Design reg_file_mp, sky130hd; sources not shown.
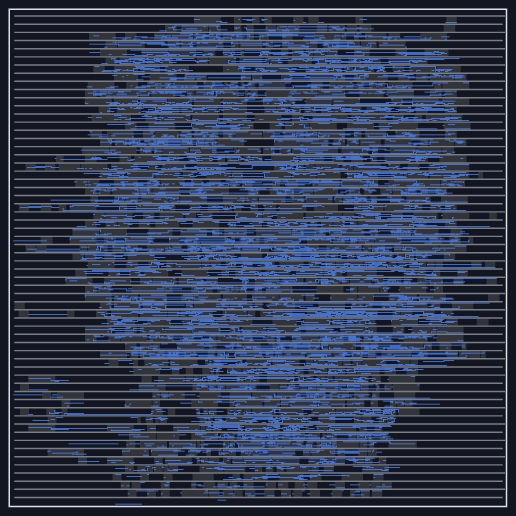
(run_1/met1.png)
Scale: 3 px per µm. Supply wires on this layer in grey.
share of all routed wire = 42%
nets with wire on the layer = 1,017
longest straight run = 65.8 µm
wire length on this layer = 14,400 µm
main direction = horizontal
wirelength, routed: 34.1 mm
met1 usage in global routing: 35.2%
via count of the routed design: 8,347

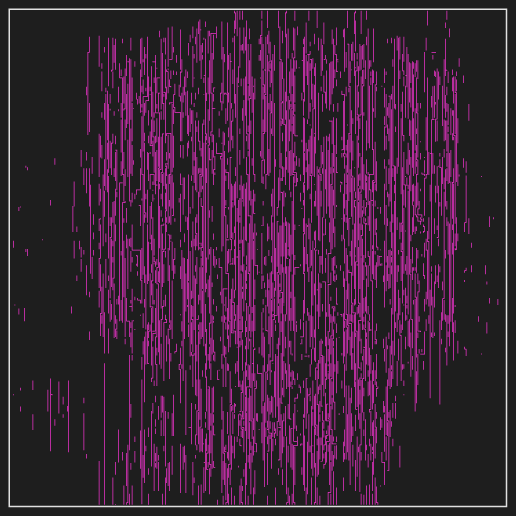
(run_1/met2.png)
Scale: 3 px per µm.
share of all routed wire = 48%
wire length on this layer = 16,400 µm
main direction = vertical
nets with wire on the layer = 1,005
global routing met2 resource utilization: 42.4%

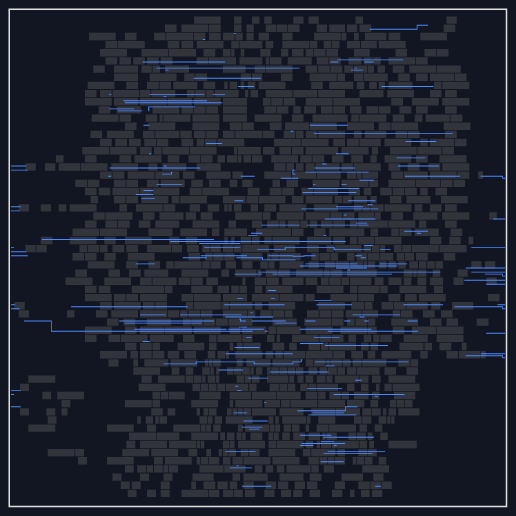
(run_1/met3.png)
Scale: 3 px per µm.
wire length on this layer = 2,080 µm
share of all routed wire = 6.1%
GR Layer Usage met3: 4.87%

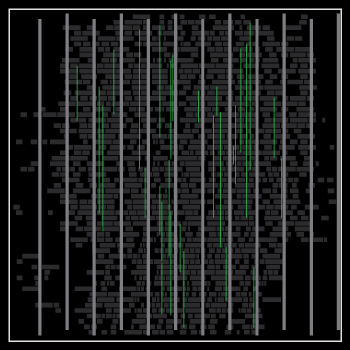
(run_1/met4.png)
Scale: 2 px per µm. Supply wires on this layer in grey.
main direction = vertical
nets with wire on the layer = 23

==> changes_impl.md, run 1 <==
### Changed

* Number of placement rows at 59
* Cell count after synthesis at between 800 and 900
* Proportion of synthesized flip-flops having asynchronous set or reset at 100%
* OpenROAD warning count at 29
* Max-capacitance violation count at 0
* Yosys synthesis warning count at 0
* Net count, final at 1,109
* Antenna Violating Nets Remaining at 0
* Max frequency at 321 MHz
* Cell variety after synth at between 40 and 50
* Top library cells by usage in the layout, fill and taps aside: mux2_2, buf_4, dfrtp_1
* Pin count of the biggest net entering global routing at a little over 70
* Fraction of final layout cells sized beyond drive strength 1 at between 60% and 70%
* CTS Root Buffer Type: clkbuf_16
* Worst Hold Slack at between 0.3 and 0.4 ns
* Most frequently used flop master after synthesis: dfrtp_1
* Residual DRC count at 8
* Cell count listed in synth_stat.txt at between 800 and 900
* Endpoint arrival time on the critical path at ~2.6 ns
* Height of the die at ~170 µm
* Worst reg2reg path depth at 10
* Logic depth of the worst path, buffers included at 5
* Number of antenna diodes at 0
* Worst hold path stage count at 1
* Tot GR Track Use at ~27%
* Largest stage delay, worst path at between 0.5 and 0.6 ns
* First-pass detailed-route iteration total at 6
* VDD IR-drop max at around 0.32 mV
* Die Size at approximately 0.027 mm²
* Worst-Skew Late Latency at ~0.43 ns
* Fp_density at 40.8%
* Ordered cell list for the critical path: mux4_4 -> mux4_2 -> mux2_4 -> mux2_4 -> buf_6
* Number of enable-type register cells in the synthesized netlist at 0
* Synthesized net count at 860
* Routed wire length per instance at 24.3 µm
* Per-instance average area after synthesis at 13.2 µm²
* Leading cell type in the layout, fill and taps excluded: mux2_2
* Cell mode on critical path: mux2_4
* Worst-case register-to-register setup slack at 0.25 ns
* Most frequent cells after synthesis: mux2_2, dfrtp_1, mux4_2
* Setup repair after global routing missed its margin: true
* Cell area leaders: dfrtp_1, mux2_2, mux4_2
* Share of the synthesized area in the top cell type at 37.1%
* Area Overhead vs Synth at 36.8%
* Synthesized flop and latch total at about 160
* Maximum clock path buffer count at 2
* Failing checks: DRC, setup timing
* Antenna violations before repair at 0
* Die Width at about 170 µm
* CP Data Required Time at roughly 2.1 ns
* Status: finished, violations left
* Leakage at around 6 nW
* Minimum setup slack in the final design at -0.516 ns
* Remaining global-route overflow at 0
* Number of slew-limit violations in the final report at 0
* Flip-flop count of the largest register, all copies and words added at about 130
* Setup skew after layout at between 0.01 and 0.015 ns
* Final RePlAce weighted congestion at about 0.93
* Final setup fails at 18
* Kind of start point of the critical path: flip-flop
==> run 1: routing by layer <==
layer  wire length (µm)  share of wire [%]  track usage (%)
met5                  0                  0                -
met4               1180                3.5             11.1
met3               2080                6.1             4.87
met2              16400                 48             42.4
met1              14400                 42             35.2
==> run 1: through the flow <==
step / std cells / setup slack, ns / TNS, ns / instance area (µm²) / power, mW
2_1_floorplan: 807 / -0.0454 / -0.399 / 10900 / 5.69
3_3_place_gp: 1349 / -1.05 / -52.95 / 13500 / 6.85
3_5_place_dp: 1349 / -1.08 / -57.48 / 13500 / 7.00
4_1_cts: 1400 / -0.520 / -4.96 / 14500 / 9.59
5_1_grt: 1404 / -0.563 / -5.93 / 14600 / 10.1
6_report: 1404 / -0.516 / -4.65 / 14600 / 9.62
==> run 1: power by group <==
part,leakage [nW],switching (mW),internal (mW)
clock network,0.280,1.11,1.43
registers,1.89,0.462,3.05
logic,3.83,1.36,2.20
total,6.00,2.93,6.69
==> run 1: final cells by class <==
type,instances,area [µm²]
Fill cell,2149,11600
Multi-Input combinational cell,574,6720
Sequential cell,158,3960
Timing Repair Buffer,300,2880
Clock buffer,18,429
Tap cell,335,419
Clock inverter,14,156
Inverter,5,18.8
==> run 1: timing repair <==
action	4_1_cts	5_1_grt
hold buffers	1	0
cloned	6	0
resized	163	12
buffers inserted	13	5
pin swaps	14	7
endpoints found under the hold margin	12	0
setup endpoints to repair	18	19
==> run 1: cells by family (layout without fill, tap and decap cells) <==
logic type                after synthesis  in the layout  share of synthesized area (%)
DFF                                   158            158                           37.1
other                                   1              1                         0.0352
buffers and inverters                  75            337                           3.01
muxes                                 360            360                           46.5
and+or+nand+nor                       114            114                           6.25
AOI/OAI and AO/OA                      67             67                           4.52
xor gates and xnor gates               32             32                           2.63
==> run_1/final_congestion.png <==
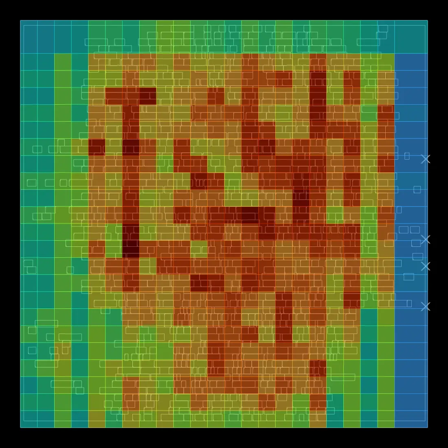

==> inputs of run 2 (changes only) <==
CORE_MARGIN = 10   (was default)
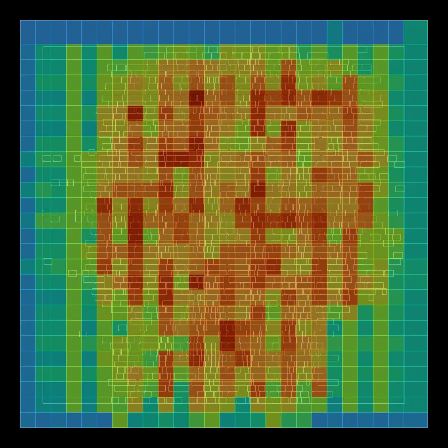
(run_2/final_congestion.png)
Core Util, Final: 55.6%
met1 usage in global routing: 27.5%
GR Layer Usage met3: 3.36%

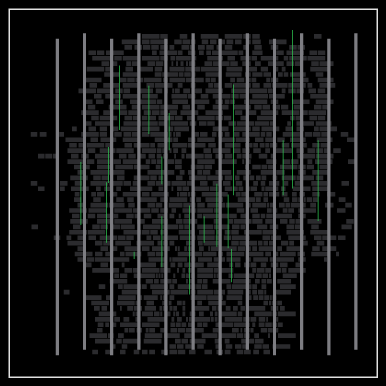
(run_2/met4.png)
Scale: 2 px per µm. Supply wires on this layer in grey.
nets with wire on the layer = 11
main direction = vertical
wire length on this layer = 528 µm
longest straight run = 78.9 µm
share of all routed wire = 1.6%
wirelength, routed: 34.2 mm
via count of the routed design: 8,226

==> run 2 against run 1 <==
  * The flow finishes with violations (setup timing)
  * Largest cell class unchanged
  * First-iteration DRC count rose by 4.6%
  * Critical path depth did not move
  * Count of clock-buffer cells in the layout rose by 2
  * Final area fell by 0.36%
  * Utilization fell by 0.20 points
==> changes_impl.md, run 2 <==
### Changed

* Status: finished, violations left
* Failing checks: setup timing
* Per-instance average area after synthesis at 13.2 µm² (unchanged)
* Number of slew-limit violations in the final report at 0 (unchanged)
* Synthesized flop and latch total at 158 (unchanged)
* VDD IR-drop max at 0.376 mV (+17%)
* Wire length of the first global-routing pass at roughly 53 mm
* Final total negative setup slack at -4.04 ns (+0.605 ns)
* Fp_density at 40.8% (unchanged)
* Proportion of synthesized flip-flops having asynchronous set or reset at 100% (unchanged)
* Endpoint arrival time on the critical path at 2.61 ns (about the same)
* Cell count listed in synth_stat.txt at 807 (unchanged)
* Cell area leaders: dfrtp_1, mux2_2, mux4_2
* Leakage at 6.00 nW (about the same)
* I/O pin total at around 88
* Top layer in use: met4
* Metal3 WL at 1.80 mm (-13%)
* CTS Root Buffer Type: clkbuf_16
* Detailed-routing wirelength on met1 at 14.8 mm (+2.3%)
* Die Size at 0.0336 mm² (+23%)
* Synthesized area at 0.0107 mm²
* Tot GR Track Use at 21.0% (-6.2 points)
* Most frequently used flop master after synthesis: dfrtp_1
* Antenna violations before repair at 0 (unchanged)
* Detail Route met2 WL at 17.0 mm (+3.6%)
* Number of placement rows at 59 (unchanged)
* Height of the die at 183 µm (+11%)
* Maximum clock path buffer count at 2 (unchanged)
* Area Overhead vs Synth at 36.3%
* Most frequent cells after synthesis: mux2_2, dfrtp_1, mux4_2
* Fin crit share at 121%
* Worst reg2reg path depth at 9 (-1)
* Residual DRC count at 0 (-8)
* Highest fanout seen on the critical path at 3
* Maximum level of the CTS H-tree at 4
* Leading cell type in the layout, fill and taps excluded: mux2_2
* Cell count after synthesis at 807 (unchanged)
* Remaining global-route overflow at 0 (unchanged)
* Flip-flop count of the largest register, all copies and words added at 128 (unchanged)
* Fraction of final layout cells sized beyond drive strength 1 at 62.1% (-0.81 points)
* HPWL reported at the end of detailed placement at between 20 and 30 mm
* Final Non-Filler Cells at 1,405 (+0.071%)
* Slew headroom at 62.5%
* Minimum setup slack in the final design at -0.535 ns (-0.0186 ns)
* Vias/cell at 5.85
* Share of the synthesized area in the top cell type at 37.1% (unchanged)
* Pin count of the biggest net entering global routing at 50 (-31%)
* CP Data Required Time at 2.08 ns (about the same)
* Post-route minimum period at approximately 3.1 ns
* Die Width at 183 µm (+11%)
* Final setup fails at 18 (unchanged)
* Worst-case register-to-register setup slack at 0.16 ns (-0.09 ns)
* First-pass detailed-route iteration total at 5 (-1)
* Number of sinks on the clock net at roughly 160
* Number of enable-type register cells in the synthesized netlist at 0 (unchanged)
* Net count, final at 1,110 (+0.090%)
* Final RePlAce weighted congestion at 0.912 (-2.0%)
* Max frequency at 319 MHz (-0.59%)
* Number of antenna diodes at 0 (unchanged)
* Count of input and output buffers at around 87
* Setup repair after global routing missed its margin: true
* Post-layout instance area at 0.0145 mm² (-0.36%)
* Placed Instances at 1,354 (+0.37%)
* Worst Hold Slack at 0.0265 ns (-0.327 ns)
* Worst-Skew Late Latency at 0.44 ns (about the same)
* OpenROAD warning count at 29 (unchanged)
* Post-placement worst setup slack at -1.07 ns (+0.0100 ns)
* Cell variety after synth at 44 (unchanged)
* Antenna Violating Nets Remaining at 0 (unchanged)
* Hold buffers post-CTS at 0 (-1)
* Top library cells by usage in the layout, fill and taps aside: mux2_2, buf_4, dfrtp_1
* Power Total at 9.67 mW (+0.49%)
* Pin slew with the least headroom to its limit at between 0.5 and 0.6 ns
* Routed wire length per instance at 24.3 µm (about the same)
* Placed inst area at 0.0136 mm² (+0.74%)
* Synthesized net count at 860 (unchanged)
* Max-capacitance violation count at 0 (unchanged)
* Post-synthesis chip area from yosys at between 0.01 and 0.015 mm²
* Yosys synthesis warning count at 0 (unchanged)
* TritonCTS clock tree: yes
* Setup skew after layout at 0.00605 ns (-0.00524 ns)
* Kind of start point of the critical path: flip-flop
==> run 2: logic make-up after synthesis <==
kind of cell | count (synthesis) | synth area share (%)
AND-OR/OR-AND | 67 | 4.52
XOR/XNOR | 32 | 2.63
buffers and inverters | 75 | 3.01
flip-flops | 158 | 37.1
multiplexers | 360 | 46.5
other | 1 | 0.0352
AND/OR/NAND/NOR | 114 | 6.25
==> run 2: final cells by class <==
| cell class | count | area, µm² |
|---|---|---|
| fill | 2162 | 11600 |
| timing repair buffer | 301 | 2850 |
| sequential | 158 | 3950 |
| inverter | 5 | 18.8 |
| clock buffer | 20 | 467 |
| tap | 335 | 419 |
| multi-input combinational | 574 | 6690 |
| clock inverter | 12 | 120 |
==> run 2: layer usage <==
| metal | vias up | global-route usage, % |
|---|---|---|
| met5 | - | - |
| met4 | 0 | 5.31 |
| met3 | 40 | 3.36 |
| met2 | 234 | 33.4 |
| met1 | 4329 | 27.5 |
| li1 | 3623 | - |
==> run 2: worst max-delay path, stage by stage (launching register included) <==
cell,delay [ns]
dfrtp_1,0.41
mux4_4,0.60
mux4_2,0.49
mux2_4,0.28
mux2_4,0.28
buf_6,0.14
==> run 2: what timing repair did <==
item,CTS,global route
setup endpoints to repair,18,18
pin swaps,23,10
setup buffers,10,8
gates cloned,0,1
gates resized,157,14
==> run 2: report_power, final <==
part           internal, mW  switching (mW)  total (mW)
Sequential             3.05           0.437        3.49
Combinational          2.25            1.38        3.63
Clock                  1.42            1.13        2.55
Total                  6.72            2.95        9.67
No activity file was given, so power comes from the tool's default toggle rates.
